==> config.mk <==
export PLATFORM = sky130hd
export DESIGN_NAME = spi_master_slave
export DESIGN_NICKNAME = d
export VERILOG_FILES = /design/src/rtl/spi_master_slave.sv
export SDC_FILE = /design/constraint.sdc
export NUM_CORES = 1
export LEC_CHECK = 0
export CORE_MARGIN = 2
export CORE_UTILIZATION = 40
export DETAILED_ROUTE_END_ITERATION = 8
export GPL_ROUTABILITY_DRIVEN = 0
export PLACE_DENSITY = 0.6
export SLEW_MARGIN = 20
export SYNTH_ARGS = -nofsm -noshare
export SYNTH_HDL_FRONTEND = slang
export SYNTH_SLANG_ARGS = --single-unit
export TNS_END_PERCENT = 50
==> constraint.sdc <==
create_clock -name clk -period 2.64 [get_ports clk]
set_clock_uncertainty 0.15 [all_clocks]
set_input_delay 0.264 -clock clk [delete_from_list [all_inputs] [get_ports clk]]
set_output_delay 0.264 -clock clk [all_outputs]
set_load 0.01 [all_outputs]
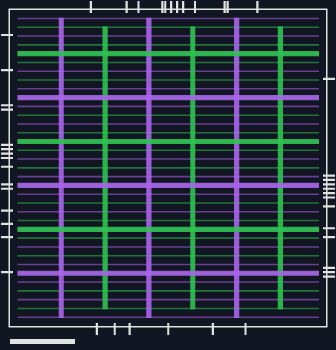
Run 1: PDN straps and rails
The bar under the picture is 20 um long. Pins as bars on the die edge.
- VSS: purple
- VDD: green
- rows: 34
- signal pins: 46
- met5 straps: 6
DIE HEIGHT: 97.8 um
Core Region: 0.00864 mm2

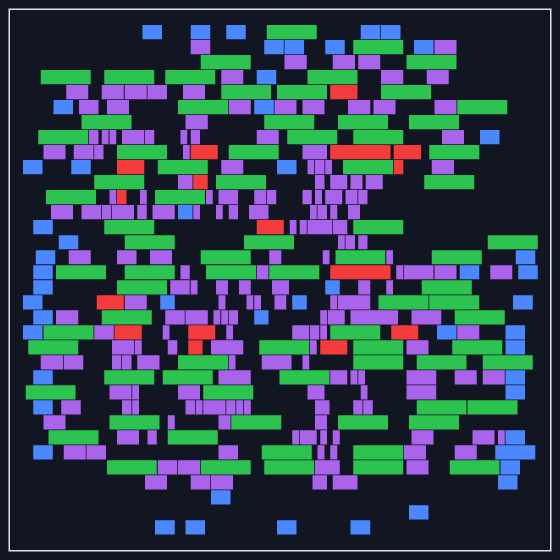
Run 1: cell classes on the final placement
- all other logic: purple (cells 189)
- other buffers and delay cells: blue (cells 51)
- flip-flops: green (cells 78)
- clock drivers and dummy loads: red (cells 16)
row cnt: 34
Seq area share: 45.1%
fin util: 50.1%
final instance area: 0.00433 mm2

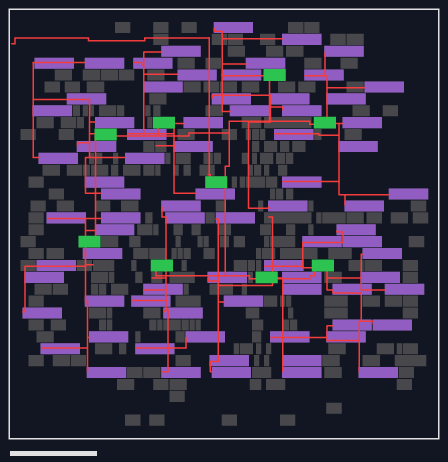
Run 1: routed clock nets over the placement
The bar under the picture is 20 um long.
- flip-flops: purple (count 78)
- clock wires: red (length 1,000 um)
- cells driving clock nets: green (count 9)
- routed clock nets: 10
- flops lie: widely spread
Clock Power Share: 18.6%
Clk. pwr: 0.000986 W
worst skew pair latency: 0.35 ns

==> results.txt, run 1 <==
fresh numbers from the pnr run: outcome=completed, Num CTS Buffers=9, vias in the first global route=around 2,200, WL met3=254 um, #FFs+latches synth=78, flip-flops with a built-in enable=0, initial drt markers=59, largest net degree at the start of global routing=approximately 79, Inverters=10, Sequential Power Share=39.3%, final hold slack=around 0.15 ns, fill count=774, worst setup path class=reg2out, # Cells Yosys=approximately 280, Port Buffers=45, clock buffers=10, Final Non-Filler Cells=442, comb area leader=multiplexers, power per cell area=1220 mW/mm2, hpwl dp=4280 um, ClkCell Share=5.15%, Sw Pwr=0.00178 W, Static Leak=around 2 nW, Net Sw Frac=between 30 and 40%, fraction of cell area in non-clock buffers=11.7%, root buf cell=clkbuf_8, placed cell area=0.00410 mm2, most frequent logic cell in the layout=dfrtp_1, DRC=0, fraction of area in multi-input gates=34.0%, first-pass GRT wire length=11,100 um, Nets=358, max-slew violations=0, die area=0.00957 mm2, crit path DRT=approximately 2.2 ns, post-synthesis cell area=0.00352 mm2, clk sinks=78, GR Util met1=between 20% and 30%, final-report setup violation count=0, async set-reset flop share out of synthesis=100%, yosys warning tally=0, Worst Tran Pin Value=0.529 ns, top cell category=registers, IO Count=46, GRT met3 Usage=approximately 4.5%, ant diodes=0, Rel. slew slack=64.6%, Critical Path End Type=primary output, Non-clock buffers=51, area share of fa/ha/maj cells after synthesis=1.42%, total track usage=14.6%, vias per cell=~5.0, Layout Area Growth over Synthesis=22.8%, Wirelength per Cell=14.3 um, Synth mux share=24.6%, combinational gate count=179, yosys stat area=around 0.0035 mm2, Placed Cells=between 400 and 500, Max Fclk=between 400 and 500 MHz, Distinct cells, synth=41, Power Internal=0.00351 W, pre-placement core utilization=40.8%, Top power group=combinational logic, Mapped Cells=279, logic area=0.00147 mm2, clock transition at the registers of the reported paths=around 0.08 ns, Synth Net Count=308, maximum vdd ir drop=approximately 0.48 mV, share of the yosys chip area belonging to registers=a little under three fifths
[run 1: Yosys cell counts (2+ instances only)]
library cell	number	area share, %
nor2_1	9	0.96
nand3b_1	2	0.43
xor2_1	3	0.75
mux2_2	32	10
inv_1	9	0.96
nand2_1	32	3.4
nand4_1	2	0.36
nand3_1	4	0.57
clkbuf_1	6	0.64
ha_1	4	1.4
mux2_1	24	7.7
mux2_4	5	2.1
o21ai_0	19	2.7
nor2_2	2	0.36
buf_2	4	0.57
dfrtp_1	78	55
xnor2_1	3	0.75
mux2i_1	16	4.5
o22ai_1	2	0.36
nor3_1	2	0.28
[run 1: worst max-delay path, stage by stage (launching register included)]
cell and delay, ns:
dfrtp_1 0.39, nand2b_1 0.17, inv_2 0.23, buf_4 0.25, clkdlybuf4s50_1 0.56
==> inputs of run 2 (changes only) <==
--- a/config.mk
+++ b/config.mk
@@ -10,6 +10,7 @@
 export DETAILED_ROUTE_END_ITERATION = 8
 export GPL_ROUTABILITY_DRIVEN = 0
 export PLACE_DENSITY = 0.6
+export SKIP_LAST_GASP = 1
 export SLEW_MARGIN = 20
 export SYNTH_ARGS = -nofsm -noshare
 export SYNTH_HDL_FRONTEND = slang
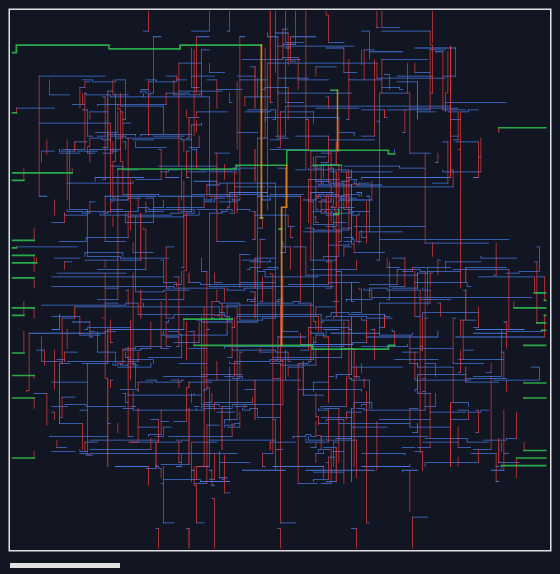
Run 2: metal layers overlaid
The bar under the picture is 20 um long.
- met4: orange (wire length 75.7 um)
- met2: red (wire length 2,880 um)
- met1: blue (wire length 3,110 um)
- met3: green (wire length 255 um)
total routed wirelength: 6320 um
Wirelength per Cell: 14.3 um
total track usage: 14.6%
via count: 2,190

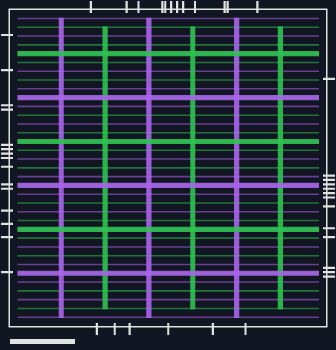
Run 2: PDN straps and rails
The bar under the picture is 20 um long. Pins as bars on the die edge.
Die X: 97.8 um
maximum vdd ir drop: 0.484 mV

==> run 2 against run 1 <==
Final cell count stayed put. Sequential power is essentially flat. Largest power group unchanged. Critical path type unchanged. Hold slack unchanged. Global-route usage unchanged. Largest cell class unchanged. Sequential share of layout area unchanged. Non-clock buffer count unchanged. Power is the same. Worst setup slack unchanged. Highest routed layer unchanged. Design area unchanged. Core utilization stayed put. Critical path depth unchanged.
==> results.txt, run 2 <==
fresh numbers from the pnr run: outcome=completed, first-pass GRT wire length=about 11,000 um, synth top area cells=dfrtp_1, mux2_2, mux2_1, flip-flops with a built-in enable=0, vias in the first global route=2,239, Port Buffers=45, Sequential Power Share=39.3%, final instance area=0.00433 mm2, clk sinks=78, ant diodes=0, area share of fa/ha/maj cells after synthesis=1.42%, Final Non-Filler Cells=roughly 440, Distinct cells, synth=41, share of the yosys chip area belonging to registers=55.4%, Power Internal=between 0.003 and 0.004 W, initial drt markers=59, Core Region=0.00864 mm2, Rel. slew slack=64.6%, fill count=774, Net Sw Frac=33.7%, Critical Path End Type=primary output, Layout Area Growth over Synthesis=22.8%, max-slew violations=0, Synth mux share=24.6%, yosys warning tally=0, Worst Tran Pin Value=0.529 ns, Synth Net Count=between 300 and 400, IO Count=46, Nets=358, power per cell area=1220 mW/mm2, worst setup path class=reg2out, Static Leak=1.97 nW, placed cell area=0.00410 mm2, Sw Pwr=0.00178 W, yosys stat area=0.00352 mm2, fin util=between 50 and 60%, Top-area cell share=55.4%, commonest cells in the netlist=dfrtp_1, mux2_2, nand2_1, hpwl dp=4280 um, #FFs+latches synth=78, count leader, synth=dfrtp_1, most frequent logic cell in the layout=dfrtp_1, Num CTS Buffers=9, final-report setup violation count=0, Mapped Cells=279, root buf cell=clkbuf_8, async set-reset flop share out of synthesis=100%, comb area leader=multiplexers, Clock Power Share=18.6%, # Cells Yosys=279, worst skew pair latency=0.35 ns, largest net degree at the start of global routing=79, clock transition at the registers of the reported paths=around 0.080 ns, Placed Cells=426
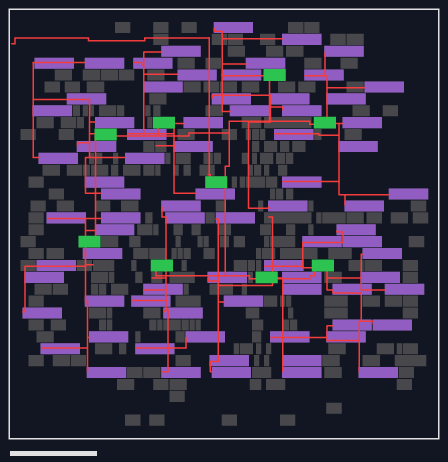
Run 2: routed clock nets over the placement
The bar under the picture is 20 um long.
- clock wires: red (length 1,000 um)
- cells driving clock nets: green (count 9)
- flip-flops: purple (count 78)
- routed clock nets: 10

run 2: cell counts after synthesis:
No cell type changed its count.
run 2: layer usage:
layer | up-vias | part of all wire, % | GRT usage [%]
met4 | 0 | 1.2 | 5.13
li1 | 1066 | - | -
met3 | 7 | 4.0 | 4.51
met1 | 1074 | 49 | 20.0
met5 | - | 0 | 0
met2 | 43 | 46 | 22.1
run 2: worst max-delay path, cell delays in order, from the launching register on:
cell and delay, ns:
dfrtp_1 0.39, nand2b_1 0.17, inv_2 0.23, buf_4 0.25, clkdlybuf4s50_1 0.56
run 2: layout make-up:
type,count,area [um2],share of cell area [%]
flip-flops and latches,78,1950,45.1
inverters,10,37.5,0.868
clock inverters,6,85.1,1.97
well taps,108,135,3.12
repair buffers,51,508,11.7
multi-input cells,179,1470,34.0
clock buffers,10,138,3.18
Power figures rest on the tool's default switching activity, not on a simulated workload.
